Run 1, clock nets:
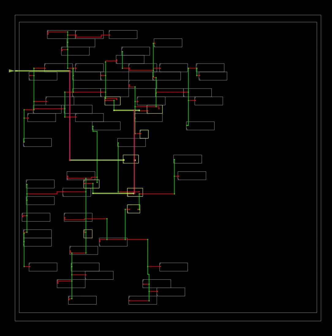
Run 1, routed metal per tile:
20 x 20 tiles, from dark blue (low) to red (high), scaled to the fullest tile. Values are wire area over tile area, all layers added.
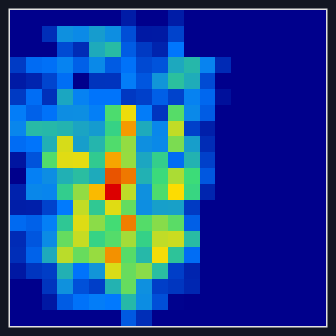
Run 1, placement by cell class:
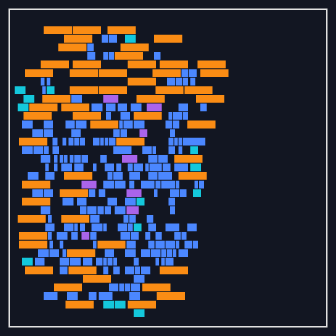
===== config.mk =====
export PLATFORM = sky130hd
export DESIGN_NAME = throttle_ctrl
export DESIGN_NICKNAME = d
export VERILOG_FILES = /design/src/rtl/throttle_pkg.sv /design/src/rtl/throttle_ctrl_pb_conditioner.sv /design/src/rtl/throttle_ctrl.sv
export SDC_FILE = /design/constraint.sdc
export NUM_CORES = 1
export LEC_CHECK = 0
export CORE_UTILIZATION = 30
export CTS_CLUSTER_SIZE = 12
export DETAILED_ROUTE_END_ITERATION = 10
export SLEW_MARGIN = 0
export SYNTH_ARGS = -nofsm -noshare
export SYNTH_HDL_FRONTEND = slang
export SYNTH_HIERARCHICAL = 1
export SYNTH_SLANG_ARGS = --single-unit

===== constraint.sdc =====
create_clock -name CLK_50 -period 3.4 [get_ports CLK_50]
set_input_delay 0.34 -clock CLK_50 [delete_from_list [all_inputs] [get_ports CLK_50]]
set_output_delay 0.34 -clock CLK_50 [all_outputs]
set_load 0.01 [all_outputs]

===== src/rtl/throttle_pkg.sv =====
// throttle_pkg: shared defaults and types for the pushbutton speed throttle.
// Holds the default half-period table (1..6 Hz at CLK_50 = 50 MHz), the
// default widths and the step encoding used by the level arbitration.
package throttle_pkg;

    localparam int NUM_LEVELS_DEF = 6;
    localparam int CNT_W_DEF      = 26;

    // Index 0 is the slowest level (1 Hz); each entry is CLK_50 cycles per half-period.
    localparam logic [NUM_LEVELS_DEF-1:0][CNT_W_DEF-1:0] HALF_P_DEF = {
        26'd4_166_667,   // level 5: 6 Hz
        26'd5_000_000,   // level 4: 5 Hz
        26'd6_250_000,   // level 3: 4 Hz
        26'd8_333_333,   // level 2: 3 Hz
        26'd12_500_000,  // level 1: 2 Hz
        26'd25_000_000   // level 0: 1 Hz
    };

    typedef enum logic [1:0] {
        STEP_NONE,
        STEP_UP,
        STEP_DN
    } step_e;

endpackage


===== src/rtl/throttle_ctrl_pb_conditioner.sv =====
// pb_conditioner: turns one raw, bouncy, asynchronous pushbutton into a
// single-cycle step request. Two-flop synchroniser, DB_LEN-sample debounce
// window with hysteresis, rising-edge pulse.
// Optional auto-repeat under THROTTLE_AUTOREPEAT_EN: while the debounced
// button stays high (and the other button is not held) a further request
// fires every REPEAT_CYCLES after the initial edge request.
module pb_conditioner #(
    parameter int DB_LEN        = 8,
    parameter int REPEAT_CYCLES = 25_000_000
) (
    input  logic CLK_50,
    input  logic reset,
    input  logic pb,
`ifdef THROTTLE_AUTOREPEAT_EN
    input  logic hold_block,
    output logic level,
`endif
    output logic req
);

    logic [1:0]        sync_q;
    logic [DB_LEN-1:0] db_sr;
    logic              deb;
    logic              deb_q;
    logic              edge_req;

    // Synchronise, shift into the debounce window, and update the held debounced level
    always_ff @(posedge CLK_50 or posedge reset) begin
        if (reset) begin
            sync_q <= '0;
            db_sr  <= '0;
            deb    <= 1'b0;
            deb_q  <= 1'b0;
        end else begin
            // NOTE: non-blocking so every flop samples its source from before this edge
            sync_q <= {sync_q[0], pb};
            db_sr  <= {db_sr[DB_LEN-2:0], sync_q[1]};
            if (&db_sr)
                deb <= 1'b1;
            else if (~|db_sr)
                deb <= 1'b0;
            deb_q  <= deb;
        end
    end

    assign edge_req = deb & ~deb_q;

`ifdef THROTTLE_AUTOREPEAT_EN
    localparam int REP_W = $clog2(REPEAT_CYCLES + 1);
    localparam logic [REP_W-1:0] REP_LAST = REP_W'(REPEAT_CYCLES - 1);

    logic [REP_W-1:0] rep_cnt;
    logic             rep_q;

    // Repeat timer: counts while held alone, emits a pulse every REPEAT_CYCLES
    always_ff @(posedge CLK_50 or posedge reset) begin
        if (reset) begin
            rep_cnt <= '0;
            rep_q   <= 1'b0;
        end else if (!deb || hold_block) begin
            rep_cnt <= '0;
            rep_q   <= 1'b0;
        end else if (rep_cnt == REP_LAST) begin
            rep_cnt <= '0;
            rep_q   <= 1'b1;
        end else begin
            rep_cnt <= rep_cnt + REP_W'(1);
            rep_q   <= 1'b0;
        end
    end

    assign req   = edge_req | (rep_q & deb & ~hold_block);
    assign level = deb;
`else
    assign req = edge_req;
`endif

endmodule


===== src/rtl/throttle_ctrl.sv =====
// throttle_ctrl: pushbutton speed throttle. Two conditioned buttons step a
// saturating speed level; the level picks a half-period from HALF_P and a
// counter divides CLK_50 into a 50%-duty slow_clk plus a slow_tick pulse on
// each slow_clk rising edge. A level change restarts the half-period at once.
// Build option THROTTLE_AUTOREPEAT_EN enables auto-repeat in the conditioners.
module throttle_ctrl
    import throttle_pkg::*;
#(
    parameter int NUM_LEVELS    = NUM_LEVELS_DEF,
    parameter int LVL_W         = $clog2(NUM_LEVELS),
    parameter int CNT_W         = CNT_W_DEF,
    parameter logic [NUM_LEVELS-1:0][CNT_W-1:0] HALF_P = HALF_P_DEF,
    parameter int RESET_LEVEL   = 0,
    parameter int DB_LEN        = 8,
    parameter int REPEAT_CYCLES = 25_000_000
) (
    input  logic             CLK_50,
    input  logic             reset,
    input  logic             pb_freq_up,
    input  logic             pb_freq_dn,
    output logic             slow_clk,
    output logic             slow_tick,
    output logic [LVL_W-1:0] freq_num,
    output logic             level_chg
);

    localparam logic [LVL_W-1:0] TOP_LEVEL = LVL_W'(NUM_LEVELS - 1);

    logic             up_req;
    logic             dn_req;
    step_e            step;
    logic [CNT_W-1:0] cnt;
    logic [CNT_W-1:0] half_last;

`ifdef THROTTLE_AUTOREPEAT_EN
    logic up_level;
    logic dn_level;

    pb_conditioner #(.DB_LEN(DB_LEN), .REPEAT_CYCLES(REPEAT_CYCLES)) u_up (
        .CLK_50     (CLK_50),
        .reset      (reset),
        .pb         (pb_freq_up),
        .hold_block (dn_level),
        .level      (up_level),
        .req        (up_req)
    );

    pb_conditioner #(.DB_LEN(DB_LEN), .REPEAT_CYCLES(REPEAT_CYCLES)) u_dn (
        .CLK_50     (CLK_50),
        .reset      (reset),
        .pb         (pb_freq_dn),
        .hold_block (up_level),
        .level      (dn_level),
        .req        (dn_req)
    );
`else
    pb_conditioner #(.DB_LEN(DB_LEN), .REPEAT_CYCLES(REPEAT_CYCLES)) u_up (
        .CLK_50 (CLK_50),
        .reset  (reset),
        .pb     (pb_freq_up),
        .req    (up_req)
    );

    pb_conditioner #(.DB_LEN(DB_LEN), .REPEAT_CYCLES(REPEAT_CYCLES)) u_dn (
        .CLK_50 (CLK_50),
        .reset  (reset),
        .pb     (pb_freq_dn),
        .req    (dn_req)
    );
`endif

    // Step arbitration: one-sided requests only, and never past either end of the range
    always_comb begin
        // NOTE: default assigned first so no path leaves step unassigned (no latch)
        step = STEP_NONE;
        if (up_req && !dn_req && freq_num != TOP_LEVEL)
            step = STEP_UP;
        else if (dn_req && !up_req && freq_num != '0)
            step = STEP_DN;
    end

    // Level register with a one-cycle change pulse aligned to the new value
    always_ff @(posedge CLK_50 or posedge reset) begin
        if (reset) begin
            freq_num  <= LVL_W'(RESET_LEVEL);
            level_chg <= 1'b0;
        end else begin
            case (step)
                STEP_UP: freq_num <= freq_num + LVL_W'(1);
                STEP_DN: freq_num <= freq_num - LVL_W'(1);
                default: freq_num <= freq_num;
            endcase
            level_chg <= (step != STEP_NONE);
        end
    end

    assign half_last = HALF_P[freq_num] - CNT_W'(1);

    // Divider: toggle slow_clk at the end of each half-period; restart on a level change
    always_ff @(posedge CLK_50 or posedge reset) begin
        if (reset) begin
            cnt       <= '0;
            slow_clk  <= 1'b0;
            slow_tick <= 1'b0;
        end else if (step != STEP_NONE) begin
            cnt       <= '0;
            slow_tick <= 1'b0;
        end else if (cnt == half_last) begin
            cnt       <= '0;
            slow_clk  <= ~slow_clk;
            slow_tick <= ~slow_clk;
        end else begin
            cnt       <= cnt + CNT_W'(1);
            slow_tick <= 1'b0;
        end
    end

endmodule


==> flow_summary_export.csv, run 1 <==
group,metric,value,unit
sta,finalSetupViolations,0,
final_layout,finalNetCount,286,
die,rows,35,
grt,grt_max_degree,33,
sta,fin_crit,2.92,ns
route,initialDrtViolationCount,90,
clocking,root_buffer,"clkbuf_8",
synth,yosys.area.top_type,"dfrtp_1",
sta,tightest_slew,0.655,ns
clocking,path_clk_slew,0.11,ns
sta,slew_headroom,0.563,
sta,max_freq,342,MHz
sta,skew,0.0102,ns
run_status,outcome,"finished clean",
grt,grt_pass1_vias,1973,
place,place_ws,0.556,ns
synth,synth-edff-count,0,
route,num_vias,1952,
synth,synthTopCellsByCount,"dfrtp_1, nor3_2, xnor2_1, nand2_1, xor2_1",
synth,ys_seq_share,0.484,
power_and_ir_drop,switching_power,679,uW
sta,finalHoldViolations,0,
final_layout,lay_top_count,"dfrtp_1",
setup_path,arrival,3.16,ns
final_layout,syn2layout_area_growth,10.2,%
synth,yosysChipArea,2900,um2
route,viasPerCell,4.82,
sta,rsz0062_at_grt,"false",
final_layout,comb_area,1360,um2
setup_path,crit_slowest_cell,"dfrtp_1",
synth,topCellsByArea,"dfrtp_1, nor3_2, xnor2_1",
die,die-area,10000,um2
sta,fin_setup_tns,0,ns
route,drc,0,
synth,syn_inst,268,
setup_path,crit_path_max_fanout,12,
final_layout,regArea,1400,um2
synth,ys.flops,56,
setup_path,critPathLaunchType,"register",
power_and_ir_drop,ir_drop,0.259,mV
die,initial_core_util,0.312,
synth,synth.avg_cell_area,10.8,um2
sta,drv_slew,0,
final_layout,antenna_cells,0,
final_layout,layout-drive-gt1-share,0.130,
power_and_ir_drop,clkPwrFrac,0.210,
clocking,cts_tree,"built",
final_layout,n_fill_cell,983,
route,wl_per_cell,13.9,um
synth,yosysWarnings,6,
grt,antenna_found_initial,0,
setup_path,crit_family,"simple AND/OR/NAND/NOR gates",
power_and_ir_drop,seq_power_share,0.470,
route,first_pass_iters,4,
setup_path,crit_type,"reg -> reg",
power_and_ir_drop,p_comb_frac,0.319,
power_and_ir_drop,swShare,0.373,
power_and_ir_drop,fin_total_pwr,1820,uW
synth,async_flop_share,1.00,
clocking,cts-htree-levels,2,
power_and_ir_drop,power_density,571,nW/um2
final_layout,layout_top_cells,"dfrtp_1, xnor2_1, nor3_2",
setup_path,max_stage_delay,0.57,ns
synth,synth_nets,279,
die,core_area,9280,um2
place,globalplace.congestion,0.772,
clocking,clk_path_buf_depth,2,
worst_hold_path,hold_class,"reg -> reg",
setup_path,cp_cell_sequence,"inv_1 -> ha_1 -> or3b_1 -> a2111oi_1 -> a21oi_1 -> nor3_1 -> and3_1 -> buf_4 -> nor3b_2",
flow_run,warnings,30,
die,die_h,100,um
flow_run,maxCapViolCount,0,
clocking,cts_hold_buf,0,
place,dp_hpwl,4080,um
setup_path,endpoint_kind,"register",
die,die_width,100,um
grt,grt_pass1_wl,9930,um
final_layout,regMostFlops,"cnt",
grt,overflow,0,
synth,synth_top_area_share,0.484,
synth,synth_cell_type_count,46,
die,io_pins,10,
power_and_ir_drop,internal_power,1140,uW
setup_path,rrSetupSlack,0.48,ns
final_layout,reg_top3,"cnt (26), u_dn/db_sr (8), u_up/db_sr (8)",
synth,ys.flop_type,"dfrtp_1",
synth,yosys-stat-cells,268,
synth,syn_area,2900,um2
setup_path,critPathBufInv,2,
place,portBuffers,9,
setup_path,critPathRequiredTime,3.64,ns
sta,layout_setup_ws,0.477,ns
route,drt-total-wl,5620,um
synth,top_cell,"dfrtp_1",
grt,track_usage,0.123,
sta,finalClockPeriodUsage,0.860,
clocking,post_cts_buffers,0,
clocking,post_cts_resized,0,
final_layout,largest_register_ffs,26,
power_and_ir_drop,p_leak,0.00129,uW
route,drtAntennaViolNets,0,
## Picture notes: 'clock nets'
clk sink count: 56
total CTS buffers: 5
Clk Latency, worst-skew pair: 0.31 ns

## Picture notes: 'routed metal per tile'
nearly empty tiles: 46%
tiles over half the peak: 13%
fullest tile: 0.47

## Picture notes: 'placement by cell class'
legend:
  flip-flops:
    color: orange
    cells: 56
    share_of_their_area: 46%
  clock drivers and dummy loads:
    color: purple
    cells: 8
    share_of_their_area: 3.1%
  all other logic:
    color: blue
    cells: 198
    share_of_their_area: 46%
  other buffers and delay cells:
    color: cyan
    cells: 14
    share_of_their_area: 4.2%

## run 1: power groups by stage
stage	Clock, uW	Combinational [uW]	Sequential [uW]
floorplan	0	462	817
global placement	0	578	871
detailed placement	0	585	869
CTS	395	588	857
global route	412	645	873
finish	383	581	856
## run 1: final timing paths
check,start,to,cells past startpoint
max,freq_num[1],slow_tick,9
min,u_up/sync_q[1],u_up/db_sr[0],0
max reg2reg,freq_num[1],slow_tick,9
min reg2reg,u_up/sync_q[1],u_up/db_sr[0],0
max in group asynchronous,reset,cnt[13],3
min in group asynchronous,reset,u_dn/sync_q[0],2
## run 1: per-layer routing
layer,vias to the layer above,global-route usage,wire [um]
li1,971,-,-
met1,958,0.168,2720
met2,16,0.201,2710
met3,7,0.0202,95
met4,0,0.0368,94
met5,-,0,0
## run 1: per-stage QoR
step | hold slack, ns | cell area, um2 | utilization | cells
finish | 0.359 | 3190 | 0.344 | 405
global route | 0.370 | 3190 | 0.344 | 405
CTS | 0.361 | 3190 | 0.344 | 405
detailed placement | 0.335 | 3090 | 0.333 | 397
global placement | 0.335 | 3090 | 0.333 | 397
floorplan | 0.205 | 2900 | - | 268
## run 1: final cells by class
| class | count | share of cell area |
|---|---|---|
| inverters | 12 | 0.0141 |
| clock buffers | 5 | 0.0216 |
| repair buffers | 14 | 0.0400 |
| multi-input cells | 186 | 0.426 |
| clock inverters | 3 | 0.00824 |
| well taps | 129 | 0.0506 |
| flip-flops and latches | 56 | 0.439 |
## run 1: cells by family after synthesis
| group | Yosys count | share of synthesized area |
|---|---|---|
| simple gates | 115 | 0.261 |
| flops | 56 | 0.484 |
| xor+xnor | 33 | 0.0998 |
| compound gates | 29 | 0.0687 |
| buf+inv | 26 | 0.0467 |
| fa+ha+maj | 7 | 0.0328 |
| mux | 2 | 0.00691 |
Run 1, register map, names as in the netlist:
Other sequential cells in the stronger gray, the rest of the logic in the fainter gray.
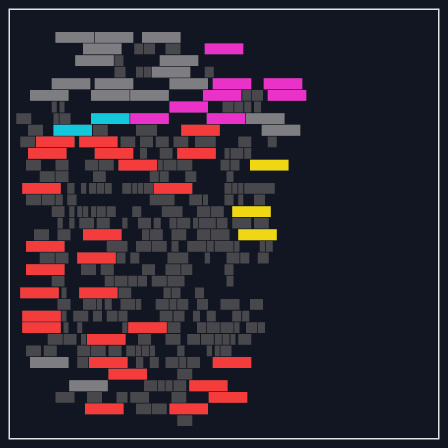

==> inputs of run 2 (changes only) <==
CORE_MARGIN = 1.5   (was default)
Run 2, register map, names as in the netlist:
Other sequential cells in the stronger gray, the rest of the logic in the fainter gray.
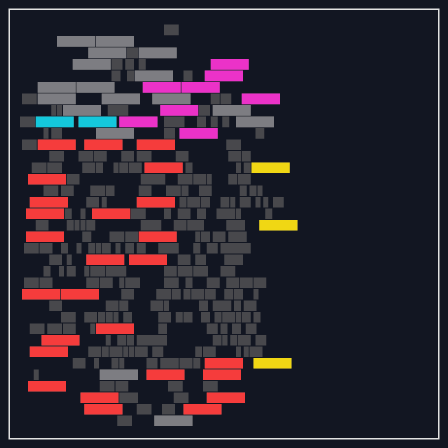
legend:
  u_up/db_sr:
    color: magenta
    placed_flops: 8
    where: top middle
  cnt:
    color: red
    placed_flops: 26
  freq_num:
    color: yellow
    placed_flops: 3
  u_up/sync_q:
    color: cyan
    placed_flops: 2
not colored: 17

==> run 2 against run 1 <==
  * Register-to-register slack about the same
  * Sequential power barely moved
  * Final cell count unchanged
  * Via count increased by 1.8%
  * Largest power group unchanged
  * Highest routed layer unchanged
==> flow_summary_export.csv, run 2 <==
group,metric,value,unit
sta,slew_headroom,0.561,
synth,ys_seq_share,0.484,
die,rows,35,
power_and_ir_drop,ir_drop,0.307,mV
die,initial_core_util,0.312,
route,drtAntennaViolNets,0,
worst_hold_path,hold_class,"reg -> reg",
grt,track_usage,0.124,
setup_path,crit_family,"simple AND/OR/NAND/NOR gates",
synth,synth_nets,279,
setup_path,arrival,3.13,ns
final_layout,design_area,3200,um2
setup_path,crit_path_max_fanout,18,
sta,finalHoldViolations,0,
power_and_ir_drop,p_leak,0.00129,uW
sta,rsz0062_at_grt,"false",
synth,top_cell,"dfrtp_1",
setup_path,critPathBufInv,2,
place,place_ws,0.468,ns
route,wl_per_cell,14.1,um
setup_path,endpoint_kind,"register",
synth,synth.avg_cell_area,10.8,um2
synth,ys.flop_type,"dfrtp_1",
route,drc,0,
flow_run,maxCapViolCount,0,
route,initialDrtViolationCount,128,
route,first_pass_iters,4,
setup_path,critPathRequiredTime,3.59,ns
route,drt-total-wl,5700,um
synth,synth-edff-count,0,
clocking,path_clk_slew,0.10,ns
place,dp_hpwl,4160,um
grt,grt_max_degree,33,
synth,yosys.area.top_type,"dfrtp_1",
clocking,post_cts_buffers,0,
clocking,cts_tree,"built",
place,placed_cells,397,
synth,muxShareOfSynthArea,0.00691,
setup_path,max_stage_delay,0.55,ns
clocking,post_cts_resized,0,
synth,synth_top_area_share,0.484,
run_status,outcome,"finished clean",
synth,xor_area_frac,0.0998,
synth,yosysChipArea,2900,um2
sta,skew,0.00638,ns
sta,holdWs,0.358,ns
final_layout,syn2layout_area_growth,10.5,%
sta,layout_setup_ws,0.463,ns
grt,grt_pass1_wl,10100,um
clocking,cts_hold_buf,0,
final_layout,largest_register_ffs,26,
synth,logic_family,"simple AND/OR/NAND/NOR gates",
die,core_area,9280,um2
clocking,clk_path_buf_depth,2,
synth,ys.flops,56,
synth,synthTopCellsByCount,"dfrtp_1, nor3_2, xnor2_1, nand2_1, xor2_1",
die,io_pins,10,
setup_path,rrSetupSlack,0.46,ns
route,viasPerCell,4.91,
synth,adder_share,0.0328,
setup_path,crit_slowest_cell,"dfrtp_1",
synth,synth_cell_type_count,46,
setup_path,cp_cell_sequence,"inv_1 -> ha_1 -> or3b_1 -> a2111oi_1 -> a21oi_1 -> nor3_1 -> and3_1 -> buf_12 -> nor3_2",
flow_run,warnings,30,
==> run 2: cell type report <==
class	count	area, um2
flip-flops and latches	56	1400
fillers	967	6080
inverters	12	45.0
multi-input cells	186	1360
clock buffers	5	68.8
well taps	129	161
clock inverters	3	25.0
repair buffers	14	140
==> run 2: routing by layer <==
| layer | track usage | share of wire |
|---|---|---|
| met2 | 0.194 | 0.49 |
| met1 | 0.176 | 0.46 |
| met4 | 0.0449 | 0.019 |
| met5 | 0 | 0 |
| met3 | 0.0186 | 0.036 |
==> run 2: metrics by stage <==
step	utilization	power [uW]
after floorplan	-	1280
after global placement	0.335	1460
after detailed placement	0.335	1460
after CTS	0.345	1840
after global routing	0.345	1950
final	0.345	1820
==> run 2: power breakdown <==
group | leakage, uW | internal, uW | switching (uW)
combinational | 0.000530 | 262 | 323
sequential | 0.000719 | 733 | 123
clock | 0.0000452 | 151 | 224
total | 0.00129 | 1150 | 671
==> run 2: cells by family (layout without fill, tap and decap cells) <==
kind of cell	Yosys count	after routing
AND/OR/NAND/NOR	115	115
multiplexers	2	2
adder cells (fa/ha/maj)	7	7
flip-flops	56	56
XOR/XNOR	33	33
buffers and inverters	26	34
AND-OR/OR-AND	29	29
==> run 2: worst paths after layout <==
kind,startpoint,end,depth (start not counted)
hold reg to reg,u_up/sync_q[1],u_up/db_sr[0],0
setup / recovery,freq_num[1],cnt[10],9
setup reg to reg,freq_num[1],cnt[10],9
hold / removal,u_up/sync_q[1],u_up/db_sr[0],0
max in group asynchronous,reset,level_chg,3
min in group asynchronous,reset,u_dn/db_sr[3],2
==> inputs of run 3 (changes only) <==
==> constraint.sdc (replaced) <==
create_clock -name CLK_50 -period 3.4 [get_ports CLK_50]
set_input_delay 0.68 -clock CLK_50 [delete_from_list [all_inputs] [get_ports CLK_50]]
set_output_delay 0.68 -clock CLK_50 [all_outputs]
set_load 0.01 [all_outputs]
Run 3, routed metal per tile:
20 x 20 tiles, from dark blue (low) to red (high), scaled to the fullest tile. Values are wire area over tile area, all layers added.
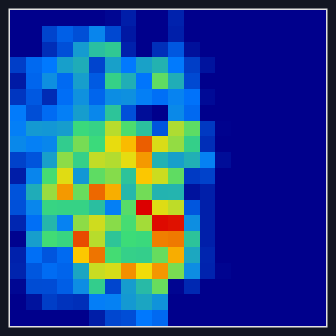
nearly empty tiles: 45%
fullest tile: 0.43
mean over tiles: 0.087
tiles over half the peak: 14%
WL/cell: 14.1 um
via count: 1,987

==> run 3 against run 2 <==
  * Wire length unchanged
  * Sequential share of layout area stayed put
  * Die area stayed put
  * Setup slack stayed put
  * Final cell count did not move
  * First-iteration DRC count is the same
  * Clock power barely moved
  * Non-clock buffer count unchanged
  * Cell area stayed put
  * Flip-flop count unchanged
  * Global-route usage did not move
  * Clock-buffer cell count stayed put
  * Largest power group unchanged
==> flow_summary_export.csv, run 3 <==
group,metric,value,unit
synth,synth.avg_cell_area,10.8,um2
sta,fin_setup_tns,0,ns
grt,grt_pass1_vias,1974,
grt,overflow,0,
sta,rsz0062_at_grt,"false",
setup_path,critPathRequiredTime,3.59,ns
sta,tightest_slew,0.658,ns
clocking,post_cts_buffers,0,
setup_path,rrSetupSlack,0.46,ns
final_layout,lay_top_count,"dfrtp_1",
power_and_ir_drop,fin_total_pwr,1820,uW
grt,antenna_found_initial,0,
setup_path,r2r_cells,9,
synth,yosysWarnings,6,
place,dp_hpwl,4160,um
clocking,clock_latency,0.31,ns
sta,max_freq,340,MHz
final_layout,antenna_cells,0,
clocking,cts-htree-levels,2,
grt,top_usage_layer,"met2",
die,die-area,10200,um2
sta,skew,0.00638,ns
final_layout,regArea,1400,um2
sta,drv_slew,0,
sta,finalClockPeriodUsage,0.864,
place,placed_area,3110,um2
grt,grt_pass1_wl,10100,um
synth,topCellsByArea,"dfrtp_1, nor3_2, xnor2_1",
route,drtAntennaViolNets,0,
sta,holdWs,0.358,ns
worst_hold_path,min-delay-start,"u_up/sync_q[1]",
flow_run,maxCapViolCount,0,
worst_hold_path,hold_path_end,"u_up/db_sr[0]",
run_status,outcome,"finished clean",
synth,synth_cell_type_count,46,
synth,async_flop_share,1.00,
route,drc,0,
die,io_pins,10,
worst_hold_path,hold_depth,0,
synth,xor_area_frac,0.0998,
synth,synth-edff-count,0,
grt,track_usage,0.124,
clocking,post_cts_resized,0,
route,first_pass_iters,4,
synth,syn_inst,268,
die,core_area,9280,um2
grt,met2_usage,0.194,
route,drt-total-wl,5700,um
final_layout,finalNetCount,286,
synth,synthTopCellsByCount,"dfrtp_1, nor3_2, xnor2_1, nand2_1, xor2_1",
clocking,cts_sinks,56,
synth,syn_area,2900,um2
synth,yosys-stat-cells,268,
die,initial_core_util,0.312,
setup_path,arrival,3.13,ns
synth,synth_top_area_share,0.484,
synth,ys_seq_share,0.484,
setup_path,crit_type,"reg -> reg",
final_layout,reg_top3,"cnt (26), u_dn/db_sr (8), u_up/db_sr (8)",
flow_run,warnings,30,
setup_path,crit_path_end,"cnt[10]",
setup_path,crit_path_max_fanout,18,
route,viasPerCell,4.91,
[run 3: cell counts after synthesis]
No cell type changed its count.
[run 3: stage by stage]
stage,setup WS (ns),utilization
2_1_floorplan,0.673,-
6_report,0.463,0.345
4_1_cts,0.440,0.345
3_5_place_dp,0.468,0.335
3_3_place_gp,0.580,0.335
5_1_grt,0.233,0.345
[run 3: critical path, cell delays in order, from the launching register on]
cell and delay, ns:
dfrtp_1 0.55, inv_1 0.15, ha_1 0.34, or3b_1 0.39, a2111oi_1 0.35, a21oi_1 0.11, nor3_1 0.20, and3_1 0.43
buf_12 0.24, nor3_2 0.06
[run 3: cells by family after synthesis]
| group | Yosys count |
|---|---|
| simple gates | 115 |
| flops | 56 |
| xor+xnor | 33 |
| compound gates | 29 |
| buf+inv | 26 |
| fa+ha+maj | 7 |
| mux | 2 |
[run 3: final cells by class]
class / count / share of cell area
clock buffer: 5 / 0.0215
clock inverter: 3 / 0.00782
inverter: 12 / 0.0141
multi-input combinational: 186 / 0.425
sequential: 56 / 0.438
tap: 129 / 0.0504
timing repair buffer: 14 / 0.0438
[run 3: metal layers]
| layer | wire [um] | part of all wire |
|---|---|---|
| met5 | 0 | 0 |
| met4 | 108 | 0.019 |
| met1 | 2590 | 0.46 |
| met3 | 205 | 0.036 |
| met2 | 2790 | 0.49 |
[run 3: report_power, final]
group / total, uW / switching, uW / internal (uW) / leakage [uW]
logic: 585 / 323 / 262 / 0.000530
registers: 857 / 123 / 733 / 0.000719
clock network: 375 / 224 / 151 / 0.0000452
Power and IR drop assume default switching activity.
